--- src/rtl/umni_pkg.sv ---
// umni_pkg: shared constants and helpers for the humidifier controller.
// Rev 1.0 - initial release.
`default_nettype none

package umni_pkg;

  localparam logic [6:0] ZERO    = 7'b1111110;
  localparam logic [6:0] UM      = 7'b0110000;
  localparam logic [6:0] DOIS    = 7'b1101101;
  localparam logic [6:0] TRES    = 7'b1111001;
  localparam logic [6:0] QUATRO  = 7'b0110011;
  localparam logic [6:0] CINCO   = 7'b1011011;
  localparam logic [6:0] SEIS    = 7'b0011111;
  localparam logic [6:0] SETE    = 7'b1110000;
  localparam logic [6:0] OITO    = 7'b1111111;
  localparam logic [6:0] NOVE    = 7'b1110011;
  localparam logic [6:0] APAGADO = 7'b0000000;

  localparam int MAX_HUM = 100;

  function automatic logic [6:0] saturate(input logic [6:0] value, input logic [6:0] limit);
    return (value > limit) ? limit : value;
  endfunction

endpackage

`default_nettype wire

--- src/rtl/umni_seg7_dec.sv ---
// umni_seg7_dec: BCD digit to 7-segment code (abcdefg, bit6 = a).
// Rev 1.0 - initial release.
`default_nettype none

module umni_seg7_dec (
  input  logic [3:0] digit_i,
  output logic [6:0] seg_o
);
  import umni_pkg::*;

  always_comb begin
    seg_o = APAGADO;
    case (digit_i)
      4'd0:    seg_o = ZERO;
      4'd1:    seg_o = UM;
      4'd2:    seg_o = DOIS;
      4'd3:    seg_o = TRES;
      4'd4:    seg_o = QUATRO;
      4'd5:    seg_o = CINCO;
      4'd6:    seg_o = SEIS;
      4'd7:    seg_o = SETE;
      4'd8:    seg_o = OITO;
      4'd9:    seg_o = NOVE;
      default: seg_o = APAGADO;
    endcase
  end

endmodule

`default_nettype wire

--- src/rtl/umni_controller.sv ---
// umni_controller: humidifier controller (sensor averaging, smoothing, demand, drives, displays).
// Optional UMNI_HYST_EN: registered demand flag with hysteresis. Rev 1.0 - initial release.
`default_nettype none

module umni_controller #(
  parameter int SAMPLE_DIV = 1,
  parameter int MAX_HUM    = umni_pkg::MAX_HUM
`ifdef UMNI_HYST_EN
  ,
  parameter int HYST       = 3
`endif
) (
  input  logic       clock_geral,
  input  logic       reset_geral,
  input  logic [6:0] sensor1,
  input  logic [6:0] sensor2,
  input  logic [6:0] sensor3,
  input  logic [6:0] sensor4,
  input  logic [6:0] umidadeRef,
  input  logic [6:0] ajuste_de_modo,
  input  logic       botao_LED,
  input  logic       botao_on_off,
  output logic [6:0] umidade_atual_media,
  output logic [6:0] umidade_atual_temporal,
  output logic       LED_int_ligada,
  output logic       umidificador_ligado,
  output logic       LED_int,
  output logic       umidificador_on_off,
  output logic [6:0] pot_umidade,
  output logic       LED_func,
  output logic [6:0] display1_final,
  output logic [6:0] display2_final,
  output logic [6:0] display3_final
);
  import umni_pkg::*;

  localparam logic [6:0] LIM = 7'(MAX_HUM);

  logic       tick;
  logic [6:0] s1, s2, s3, s4, ref_sat;
  logic [8:0] sensor_sum, hist_sum;
  logic [6:0] mean;
  logic       need;

  logic [6:0] media_q, media_d;
  logic [6:0] temporal_q, temporal_d;
  logic [6:0] hist_q [4];
  logic [6:0] hist_d [4];
  logic [2:0] fill_q, fill_d;
  logic       led_en_q, led_en_d, hum_en_q, hum_en_d;
  logic       led_btn_q, hum_btn_q;

  generate
    if (SAMPLE_DIV > 1) begin : g_div
      localparam int DIV_W = $clog2(SAMPLE_DIV);
      logic [DIV_W-1:0] div_q;
      always_ff @(posedge clock_geral) begin
        if (reset_geral || div_q == DIV_W'(SAMPLE_DIV - 1)) div_q <= '0;
        else                                                div_q <= div_q + 1'b1;
      end
      assign tick = (div_q == DIV_W'(SAMPLE_DIV - 1));
    end else begin : g_nodiv
      assign tick = 1'b1;
    end
  endgenerate

  assign s1         = saturate(sensor1, LIM);
  assign s2         = saturate(sensor2, LIM);
  assign s3         = saturate(sensor3, LIM);
  assign s4         = saturate(sensor4, LIM);
  assign ref_sat    = saturate(umidadeRef, LIM);
  assign sensor_sum = {2'b00, s1} + {2'b00, s2} + {2'b00, s3} + {2'b00, s4};
  assign mean       = sensor_sum[8:2];
  assign hist_sum   = {2'b00, hist_q[0]} + {2'b00, hist_q[1]} + {2'b00, hist_q[2]} + {2'b00, hist_q[3]};

  always_comb begin
    media_d = media_q;
    hist_d  = hist_q;
    fill_d  = fill_q;
    if (tick) begin
      media_d   = mean;
      hist_d[0] = mean;
      hist_d[1] = hist_q[0];
      hist_d[2] = hist_q[1];
      hist_d[3] = hist_q[2];
      if (fill_q != 3'd4) fill_d = fill_q + 3'd1;
    end
    // History only moves on ticks, so this lands one clock after each tick.
    temporal_d = hist_sum[8:2];
    led_en_d   = led_en_q ^ (botao_LED & ~led_btn_q);
    hum_en_d   = hum_en_q ^ (botao_on_off & ~hum_btn_q);
  end

  always_ff @(posedge clock_geral) begin
    if (reset_geral) begin
      media_q    <= '0;
      temporal_q <= '0;
      hist_q     <= '{default: 7'd0};
      fill_q     <= '0;
      led_en_q   <= 1'b0;
      hum_en_q   <= 1'b0;
      led_btn_q  <= 1'b0;
      hum_btn_q  <= 1'b0;
    end else begin
      media_q    <= media_d;
      temporal_q <= temporal_d;
      hist_q     <= hist_d;
      fill_q     <= fill_d;
      led_en_q   <= led_en_d;
      hum_en_q   <= hum_en_d;
      led_btn_q  <= botao_LED;
      hum_btn_q  <= botao_on_off;
    end
  end

`ifdef UMNI_HYST_EN
  logic       need_q, need_d;
  logic [7:0] ref_hi;

  always_comb begin
    ref_hi = {1'b0, ref_sat} + 8'(HYST);
    if (ref_hi > {1'b0, LIM}) ref_hi = {1'b0, LIM};
    need_d = need_q;
    if (temporal_q < ref_sat)              need_d = 1'b1;
    else if ({1'b0, temporal_q} >= ref_hi) need_d = 1'b0;
  end

  always_ff @(posedge clock_geral) begin
    if (reset_geral) need_q <= 1'b0;
    else             need_q <= need_d;
  end

  assign need = need_q;
`else
  assign need = (temporal_q < ref_sat);
`endif

  assign umidade_atual_media    = media_q;
  assign umidade_atual_temporal = temporal_q;
  assign LED_int_ligada         = led_en_q;
  assign umidificador_ligado    = hum_en_q;
  assign LED_int                = led_en_q & need;
  assign umidificador_on_off    = hum_en_q & need;
  assign pot_umidade            = umidificador_on_off ? saturate(ajuste_de_modo, LIM) : 7'd0;
  assign LED_func               = (fill_q == 3'd4);

  logic       hundreds;
  logic [6:0] rem, tens_full, units_full;

  always_comb begin
    hundreds   = (temporal_q >= 7'd100);
    rem        = hundreds ? (temporal_q - 7'd100) : temporal_q;
    tens_full  = rem / 7'd10;
    units_full = rem % 7'd10;
  end

  umni_seg7_dec u_dec_units (
    .digit_i (units_full[3:0]),
    .seg_o   (display1_final)
  );

  umni_seg7_dec u_dec_tens (
    .digit_i (tens_full[3:0]),
    .seg_o   (display2_final)
  );

  umni_seg7_dec u_dec_hundreds (
    .digit_i ({3'b000, hundreds}),
    .seg_o   (display3_final)
  );

endmodule

`default_nettype wire

--- config.mk ---
export PLATFORM = sky130hd
export DESIGN_NAME = umni_controller
export DESIGN_NICKNAME = d
export VERILOG_FILES = /design/src/rtl/umni_pkg.sv /design/src/rtl/umni_seg7_dec.sv /design/src/rtl/umni_controller.sv
export SDC_FILE = /design/constraint.sdc
export NUM_CORES = 1
export LEC_CHECK = 0
export ABC_AREA = 0
export CAP_MARGIN = 30
export CELL_PAD_IN_SITES_DETAIL_PLACEMENT = 0
export CELL_PAD_IN_SITES_GLOBAL_PLACEMENT = 1
export CORE_ASPECT_RATIO = 1.25
export CORE_MARGIN = 5
export CORE_UTILIZATION = 35
export DETAILED_ROUTE_END_ITERATION = 12
export GPL_TIMING_DRIVEN = 0
export PLACE_DENSITY = 0.81
export SETUP_SLACK_MARGIN = 0.02
export SLEW_MARGIN = 25
export SYNTH_ARGS = -nofsm -noshare
export SYNTH_HDL_FRONTEND = slang
export SYNTH_SLANG_ARGS = --single-unit
--- constraint.sdc ---
create_clock -name clock_geral -period 5.2 [get_ports clock_geral]
set_input_delay 1.56 -clock clock_geral [delete_from_list [all_inputs] [get_ports clock_geral]]
set_output_delay 1.56 -clock clock_geral [all_outputs]
set_load 0.01 [all_outputs]
Figure 1. Logic cells by family (run 1).
The bar under the picture is 20 um long.
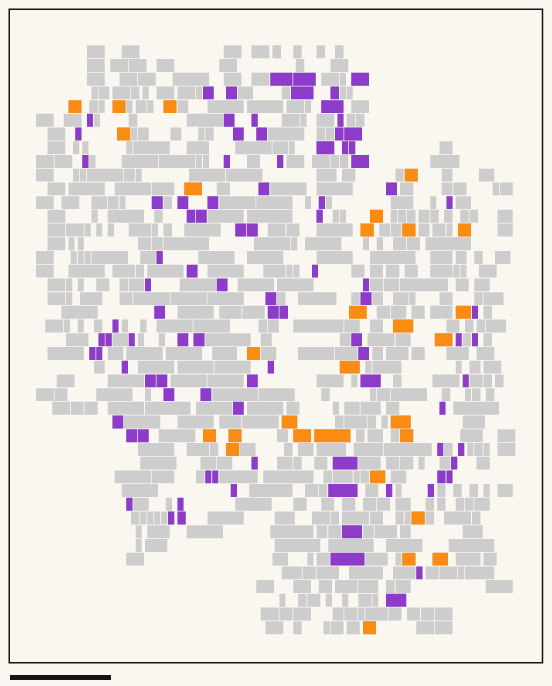
| colour | family | cells |
|---|---|---|
| orange | AND-OR and OR-AND gates | 29 |
| purple | NOR gates | 95 |

Figure 2. Local utilization (run 1).
The die is cut into 11 by 13 equal tiles; dark blue is low, red is high, 0 to 100% covered.
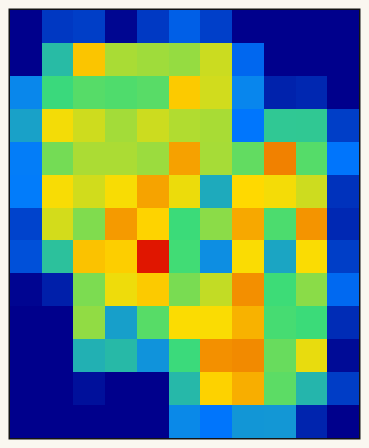
emptiest ninth of the die: south-west
densest ninth of the die: centre
fullest tile: 98%
mean over tiles: 41%
tiles over 75% full: 14%

==> results_slide.txt, run 1 <==
Implementation Results

Run status
  – Status: complete, no violations

Global routing
  – Number of global-route vias before repair: just under 4000
  – Total congestion overflow: 0
  – Largest net degree at the start of global routing: 13

Logic synthesis
  – Synth top area share: between 20% and 30%
  – Area leader, netlist: dfxtp_1
  – Post-synth EDFFs: 0
  – Yosys warns: 0
  – Dominant Register Cell: dfxtp_1
  – FFs w/ async S/R, synth: 0%

Critical path
  – Critical R2R Capture: umidade_atual_temporal[6]
  – Max incr delay on CP: approximately 200 ps
  – WP depth: 14
  – Crit path kind: input port to output pin
  – R2r startpoint: hist_q[2]

Power
  – Peak supply drop: around 0.26 mV
  – Cell Pwr Density: ~470 mW/mm2

Die
  – Chip area: 0.0136 mm2
  – Die W: 105 um
  – Core area: approximately 0.011 mm2

CTS
  – Worst skew pair latency: approximately 280 ps
  – CTS Hold Bufs: 0
  – Max Root-Sink Buffers: 2

Place
  – DP Worst Slack: -946 ps

Flow run
  – Max_cap viols: 0
  – Tool Warnings: 36

Drt
  – Top Metal Used: met4
  – WL met3: ~310 um
  – Final ANT Viol Nets: 0
  – Wire per inst: about 15 um

Final timing
  – Final setup vio count: 0
  – Fmax: 194 MHz

Hold path
  – Origin of the worst min-delay path: hist_d[7]
Figure 3. Routing congestion map (run 1).
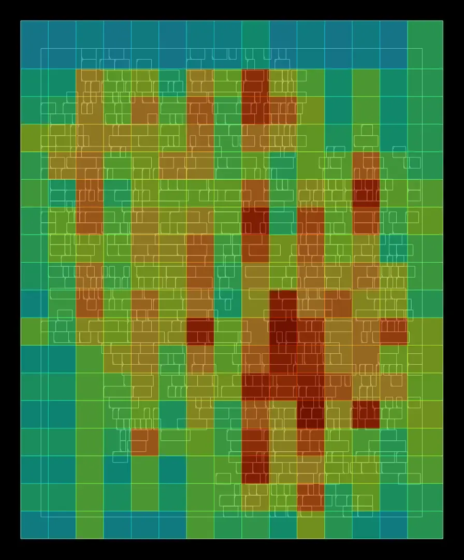
GR Layer Usage met1: 17.2%
utilization after layout: 52.2%

-- run 1: flip-flops by register name, indices dropped and copies added (netlist names) --
register	flops
LED_int_ligada	1
hist_q	7
hist_d	21
fill_q	3
umidade_atual_temporal	7
umidificador_ligado	1
hum_btn_q	1
led_btn_q	1
-- run 1: worst min-delay path by stage --
stage / endpoint / slack, ps
3_3_place_gp: hist_d[0] / 450
6_report: hist_d[0] / 460
3_5_place_dp: hist_d[0] / 450
2_1_floorplan: hist_d[0] / 430
4_1_cts: hist_d[0] / 460
5_1_grt: hist_d[6] / 500
-- run 1: power breakdown --
part,internal [W],switching [W]
clock,0.000190,0.000112
sequential,0.000390,0.0000708
combinational,0.000981,0.00101
total,0.00156,0.00119
-- run 1: worst min-delay path, stage by stage, from the launching register on --
cell and delay (ps):
dfxtp_1 290, inv_1 70, nor2_1 50
-- run 1: stage by stage --
stage,instance area (um2),instances,total power (W)
final,5820,751,0.00276
after CTS,5530,734,0.00262
after detailed placement,5050,708,0.00212
after global routing,5820,751,0.00299
after global placement,5050,708,0.00210
after floorplan,3990,484,0.00154
-- run 1: repair_timing --
| item | in CTS | in global routing |
|---|---|---|
| resized | 148 | 42 |
| setup buffers | 18 | 19 |
| pin swaps | 30 | 29 |
| cloned | 1 | 0 |
| setup endpoints to repair | 23 | 23 |
-- run 1: cells by family after synthesis --
| logic type | synth area share, % |
|---|---|
| adders and majority gates | 23.8 |
| and+or+nand+nor | 22.7 |
| DFF | 21.1 |
| muxes | 0.251 |
| buffers and inverters | 8.66 |
| AOI/OAI and AO/OA | 19.8 |
| other | 0.188 |
| xor gates and xnor gates | 3.52 |
-- run 1: final cells by class --
type                       instances  area (um2)  area share [%]
clock inverter                     1        5.00          0.0860
timing repair buffer             126        1100            19.0
tap                              135         169            2.90
multi-input combinational        374        3210            55.2
inverter                          31         119            2.04
sequential                        42         851            14.6
buffer                            35         215            3.70
clock buffer                       7         143            2.45
-- run 1: cell usage in the layout (no fill, tap or decap), types with 3 or more instances in the layout --
master	count
clkbuf_1	14
clkdlybuf4s50_1	61
nor3_2	4
conb_1	3
fa_1	28
nand2_1	43
clkbuf_16	5
nand2b_1	10
xnor2_1	12
nor2_2	3
nor2_1	43
inv_1	29
dlygate4sd2_1	6
nor3_1	6
nor2_4	3
nor2b_1	28
clkbuf_2	4
and2_1	6
o21ai_0	19
nand3_1	8
ha_1	24
o21a_1	5
a21o_1	12
buf_4	52
dfxtp_1	38
a21oi_1	26
buf_2	15
buf_6	4
ha_4	6
-- run 1: routing by layer --
| layer | vias to the layer above | GRT usage [%] |
|---|---|---|
| met3 | 22 | 1.99 |
| met1 | 1819 | 17.2 |
| met4 | 0 | 8.11 |
| met5 | - | 0 |
| met2 | 86 | 30.4 |
| li1 | 1900 | - |
==> run 1 -> run 2 <==
--- a/config.mk
+++ b/config.mk
@@ -15,6 +15,7 @@
 export DETAILED_ROUTE_END_ITERATION = 12
 export GPL_TIMING_DRIVEN = 0
 export PLACE_DENSITY = 0.81
+export REMOVE_ABC_BUFFERS = 1
 export SETUP_SLACK_MARGIN = 0.02
 export SLEW_MARGIN = 25
 export SYNTH_ARGS = -nofsm -noshare
Figure 4. Signal wires by layer (run 2).
The bar under the picture is 20 um long.
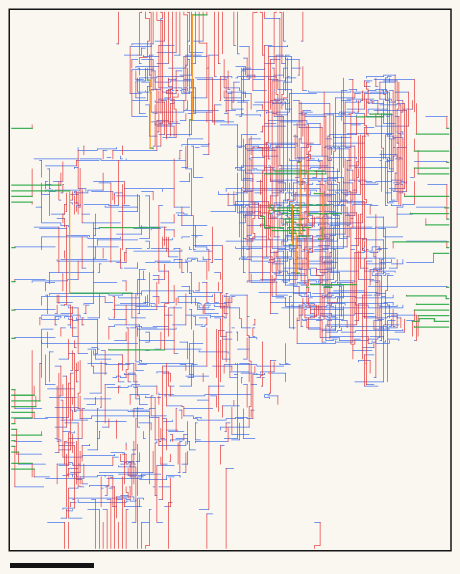
| colour | layer | wire length |
|---|---|---|
| green | met3 | 397 um |
| red | met2 | 5370 um |
| orange | met4 | 143 um |
| blue | met1 | 3990 um |

==> results_slide.txt, run 2 <==
Implementation Results

Critical path
  – R2r startpoint: hist_q[2]
  – Crit path kind: flip-flop to output pin

Flow run
  – Max_cap viols: 0 (unchanged)
  – Tool Warnings: 35 (-2.8%)

Power
  – Total power: 0.00256 W (-6.9%)
  – Peak supply drop: 0.213 mV (-19%)

CTS
  – Clk sink count: 42
  – Worst skew pair latency: 280 ps (about the same)
  – Max Root-Sink Buffers: 2 (unchanged)

Drt
  – Wire per inst: 14.1 um (-6.6%)
  – Final ANT Viol Nets: 0 (unchanged)

Hold path
  – Origin of the worst min-delay path: hist_d[7]
  – Hold WC Path Type: flip-flop to flip-flop
  – Worst Hold End: hist_d[0]

Final timing
  – Fmax: 194 MHz (-0.29%)
  – Final setup vio count: 0 (unchanged)

Run status
  – Status: complete, no violations

Global routing
  – Largest net degree at the start of global routing: 43 (+30)
  – Number of global-route vias before repair: 3753 (-3.9%)
  – Total congestion overflow: 0 (unchanged)

Logic synthesis
  – Area leader, netlist: dfxtp_1
  – Synth top area share: 21.1% (unchanged)
  – Yosys warns: 0 (unchanged)
  – Post-synth EDFFs: 0 (unchanged)
  – FFs w/ async S/R, synth: 0% (unchanged)

Die
  – Die W: 105 um (unchanged)
  – Num ports: ~93
  – Chip area: 0.0136 mm2 (unchanged)

Cells and area
  – Most numerous logic cell after layout: clkdlybuf4s50_1
  – Max reg flops: 21 (unchanged)
  – Most frequent cells in the layout: clkdlybuf4s50_1 (59), nor2_1 (47), nand2_1 (42)
Figure 5. Local utilization (run 2).
The die is cut into 11 by 13 equal tiles; dark blue is low, red is high, 0 to 100% covered.
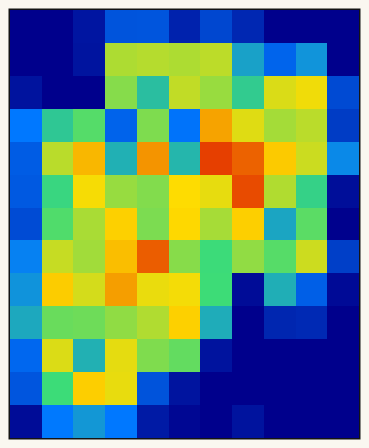
emptiest ninth of the die: south-east
nearly empty tiles: 19%
densest ninth of the die: centre
mean over tiles: 38%
fullest tile: 93%

[run 2: cell counts after synthesis]
No cell type changed its count.
[run 2: worst max-delay path by stage]
stage / start / to / slack (ps)
after floorplan: umidade_atual_temporal[2] / display1_final[3] / 30
after global placement: umidade_atual_temporal[2] / display2_final[6] / -900
after detailed placement: umidade_atual_temporal[2] / display1_final[3] / -960
after CTS: umidade_atual_temporal[4] / display2_final[6] / -50
after global routing: umidade_atual_temporal[2] / display1_final[1] / -80
final: umidade_atual_temporal[3] / display1_final[1] / 40
[run 2: through the flow]
| stage | std cells | worst slack [ps] | cell area [um2] | hold slack (ps) | utilization, % |
|---|---|---|---|---|---|
| after detailed placement | 670 | -963 | 4820 | 455 | 43.2 |
| after CTS | 694 | -46.5 | 5310 | 465 | 47.7 |
| after global placement | 670 | -900 | 4820 | 452 | 43.3 |
| after global routing | 703 | -81.8 | 5380 | 492 | 48.3 |
| final | 703 | 42.3 | 5380 | 461 | 48.3 |
| after floorplan | 446 | 33.4 | 3760 | 430 | - |
[run 2: power breakdown]
group | total [W] | switching, W | internal [W] | leakage (nW)
Clock | 0.000341 | 0.000114 | 0.000226 | 0.0771
Sequential | 0.000486 | 0.0000949 | 0.000391 | 0.349
Combinational | 0.00174 | 0.000907 | 0.000832 | 1.89
Total | 0.00256 | 0.00112 | 0.00145 | 2.31
[run 2: repair_timing]
action                                  4_1_cts  5_1_grt
hold endpoints to repair                      0        0
setup buffers                                15        9
endpoints found under the setup margin       23       21
resized                                     123       42
gates cloned                                  1        0
pin swaps                                    19       21
[run 2: critical path, cell delays in order (launching register included)]
cell	delay (ps)
dfxtp_4	350
inv_2	50
ha_2	170
or3b_4	400
a211oi_4	340
nor2_4	80
a32oi_2	220
o21ai_2	130
ha_4	200
a41o_1	230
buf_4	150
a21o_1	220
and2_1	180
o32ai_1	300
dlygate4sd2_1	310
[run 2: routing by layer]
layer,wire [um],GRT usage (%),share of wire [%],vias to the layer above
li1,-,-,-,1813
met1,3990,15.4,40,1733
met2,5370,27.7,54,103
met3,397,2.24,4.0,19
met4,142,4.09,1.4,0
met5,0,0,0,-
[run 2: cell type report]
cell class | instances | area (um2) | share of cell area [%]
multi-input combinational | 374 | 3110 | 57.8
inverter | 31 | 116 | 2.16
sequential | 42 | 857 | 15.9
clock inverter | 2 | 37.5 | 0.698
tap | 135 | 169 | 3.14
clock buffer | 6 | 129 | 2.40
timing repair buffer | 113 | 963 | 17.9
[run 2: cell families (layout without fill, tap and decap cells)]
kind of cell | count (synthesis) | count (layout) | share of synthesized area (%)
AOI/OAI and AO/OA | 113 | 114 | 19.8
buffers and inverters | 69 | 152 | 8.66
xor gates and xnor gates | 16 | 16 | 3.52
adders and majority gates | 59 | 59 | 23.8
other | 2 | 3 | 0.188
muxes | 1 | 1 | 0.251
DFF | 42 | 42 | 21.1
and+or+nand+nor | 181 | 181 | 22.7
==> run 2 -> run 3 <==
--- a/config.mk
+++ b/config.mk
@@ -20,4 +20,5 @@
 export SLEW_MARGIN = 25
 export SYNTH_ARGS = -nofsm -noshare
 export SYNTH_HDL_FRONTEND = slang
+export SYNTH_HIERARCHICAL = 1
 export SYNTH_SLANG_ARGS = --single-unit
Figure 6. Logic cells by family (run 3).
The bar under the picture is 20 um long.
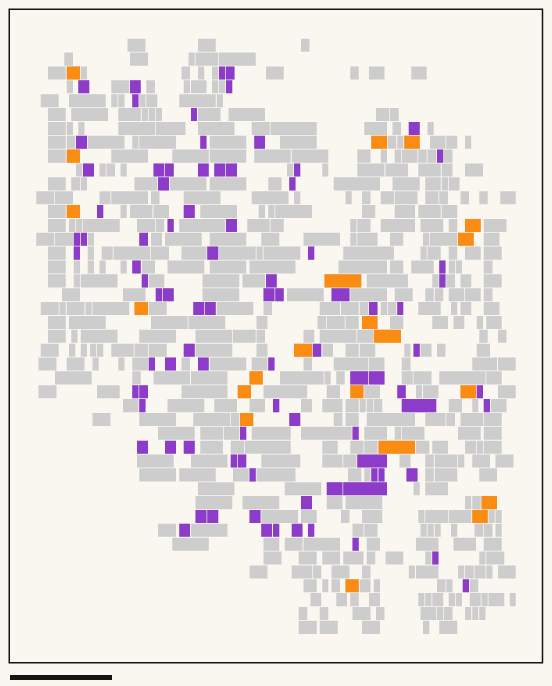
| colour | family | cells |
|---|---|---|
| purple | NOR gates | 89 |
| orange | AND-OR and OR-AND gates | 21 |

==> results_slide.txt, run 3 <==
Implementation Results

Run status
  – Status: complete, no violations

Drt
  – Top Metal Used: met4
  – Met2 WL: 4.81 mm (-10%)
  – WL met3: 486 um (+22%)
  – M1 wire length: 3.42 mm (-14%)

Logic synthesis
  – Area leader, netlist: dfxtp_1
  – FFs w/ async S/R, synth: 0% (unchanged)

Cells and area
  – Most frequent cells in the layout: clkdlybuf4s50_1 (58), inv_1 (48), nor2_1 (38)
  – Fin area: 0.00541 mm2 (+0.63%)
  – Final cell count without fillers: 709 (+0.85%)

Critical path
  – Critical Path Source: umidade_atual_temporal[3]
  – Buf+Inv Stages, Crit Path: 4 (+1)
  – Worst Setup EP: display1_final[4]
  – R2r startpoint: hist_q[2]
  – Slowest CP cell: or3_4
  – Crit path kind: flip-flop to output pin
  – CP delay by family, top: AND-OR/OR-AND gates

Die
  – Die W: 104 um (-1.0%)

Final timing
  – Final setup vio count: 0 (unchanged)
  – Fmax: 198 MHz (+2.0%)

Place
  – Cells after DPL: 677 (+1.0%)
  – Dpl cell area: 0.00490 mm2 (+1.8%)
  – DP Worst Slack: -842 ps (+121 ps)

Power
  – Part of the power in registers: 18.1% (-0.8 points)
  – Internal Power: 0.00148 W (+2.0%)
  – Total power: 0.00258 W (+0.67%)

Global routing
  – Number of global-route vias before repair: 3495 (-6.9%)

Flow run
  – Tool Warnings: 40 (+14%)

CTS
  – Worst skew pair latency: 280 ps (about the same)
Figure 7. Signal wires by layer (run 3).
The bar under the picture is 20 um long.
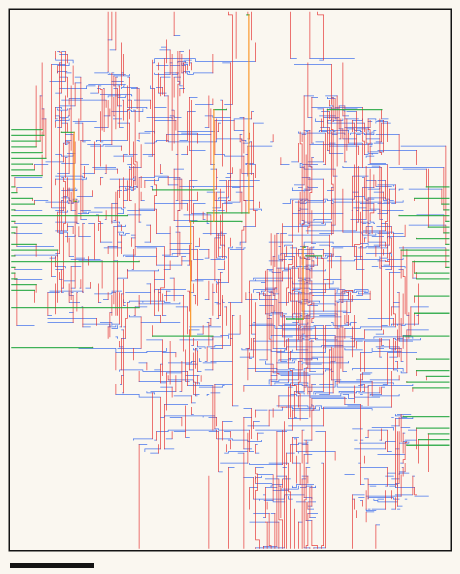
| colour | layer | wire length |
|---|---|---|
| orange | met4 | 134 um |
| green | met3 | 486 um |
| red | met2 | 4810 um |
| blue | met1 | 3420 um |

[run 3: cell count changes in the layout (fill, tap and decap cells not counted), moves of 5 or more]
cell     delta
conb_1     +17
nor2b_1     +5
nor2_1      -9
ha_1        +9
inv_1      +19
buf_4       -6
o22ai_1     +6
o21ai_1     +5
a21oi_1    -10
nand2_1     -9
[run 3: cell families (layout without fill, tap and decap cells)]
family | Yosys count | in the layout | synth area share [%]
and+or+nand+nor | 158 | 158 | 21.2
AOI/OAI and AO/OA | 96 | 96 | 17.7
buffers and inverters | 74 | 172 | 7.96
adders and majority gates | 66 | 66 | 26.6
DFF | 42 | 42 | 21.6
xor gates and xnor gates | 15 | 15 | 3.56
muxes | 5 | 5 | 1.32
other | 1 | 20 | 0.0962
[run 3: tightest hold or removal path: stages (launching register included)]
cell	delay (ps)
dfxtp_1	290
inv_1	70
nor2_1	50
[run 3: what timing repair did]
action                     CTS  global route
pin swaps                   12            14
buffers inserted            14            10
resized                     99            36
setup endpoints to repair   24            24
[run 3: through the flow]
stage	TNS (ps)	util, %
2_1_floorplan	0	-
3_3_place_gp	-12370	44.5
3_5_place_dp	-13710	44.5
4_1_cts	0	47.8
5_1_grt	0	49.1
6_report	0	49.1
[run 3: power groups by stage]
stage	clock, W	sequential (W)	combinational [W]
detailed placement	0	0.000475	0.00163
global placement	0	0.000472	0.00159
floorplan	0	0.000468	0.00100
global route	0.000334	0.000483	0.00200
CTS	0.000320	0.000470	0.00172
finish	0.000308	0.000468	0.00181
[run 3: layout make-up]
class | count | area, um2
tap | 135 | 169
timing repair buffer | 113 | 1000
clock buffer | 6 | 139
sequential | 42 | 852
clock inverter | 2 | 12.5
inverter | 51 | 195
multi-input combinational | 360 | 3040
fill | 1058 | 5620
[run 3: worst min path at each step]
| stage | from | cells past startpoint | to |
|---|---|---|---|
| finish | hist_d[7] | 2 | hist_d[0] |
| global placement | hist_d[7] | 2 | hist_d[0] |
| global route | hist_d[10] | 1 | hist_d[3] |
| floorplan | hist_d[7] | 2 | hist_d[0] |
| CTS | hist_d[7] | 2 | hist_d[0] |
| detailed placement | hist_d[7] | 2 | hist_d[0] |
[run 3: layer usage]
layer	global-route usage, %	vias to the layer above
met2	25.6	73
met3	3.27	11
met4	4.19	0
met1	14.3	1607
li1	-	1734
met5	0	-

==> notes/layouts.md <==
Pictures saved along the way, in no particular order.

Routed clock nets over the placement.
shot_01.png
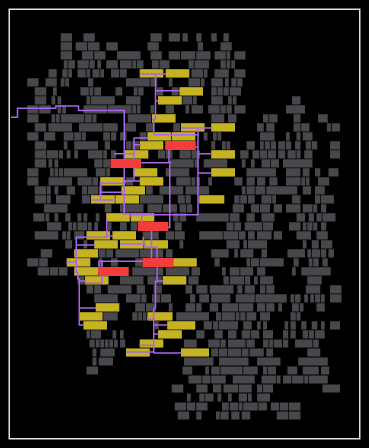
shot_02.png
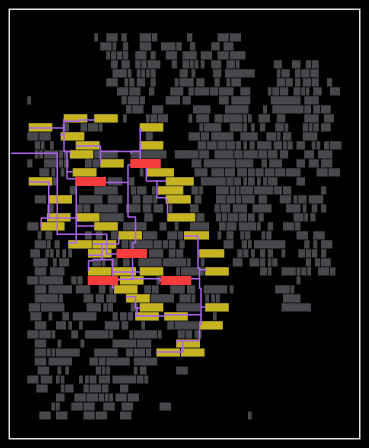
shot_03.png
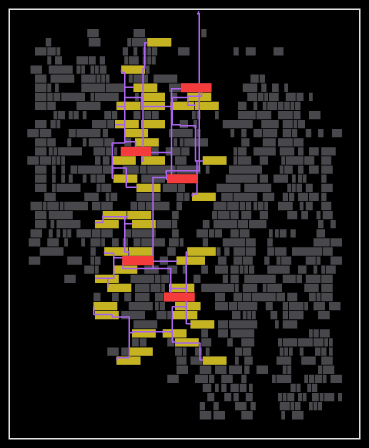
shot_01.png comes from run 1.
shot_02.png comes from run 2.
shot_03.png comes from run 3.

Power figures rest on the tool's default switching activity, not on a simulated workload.
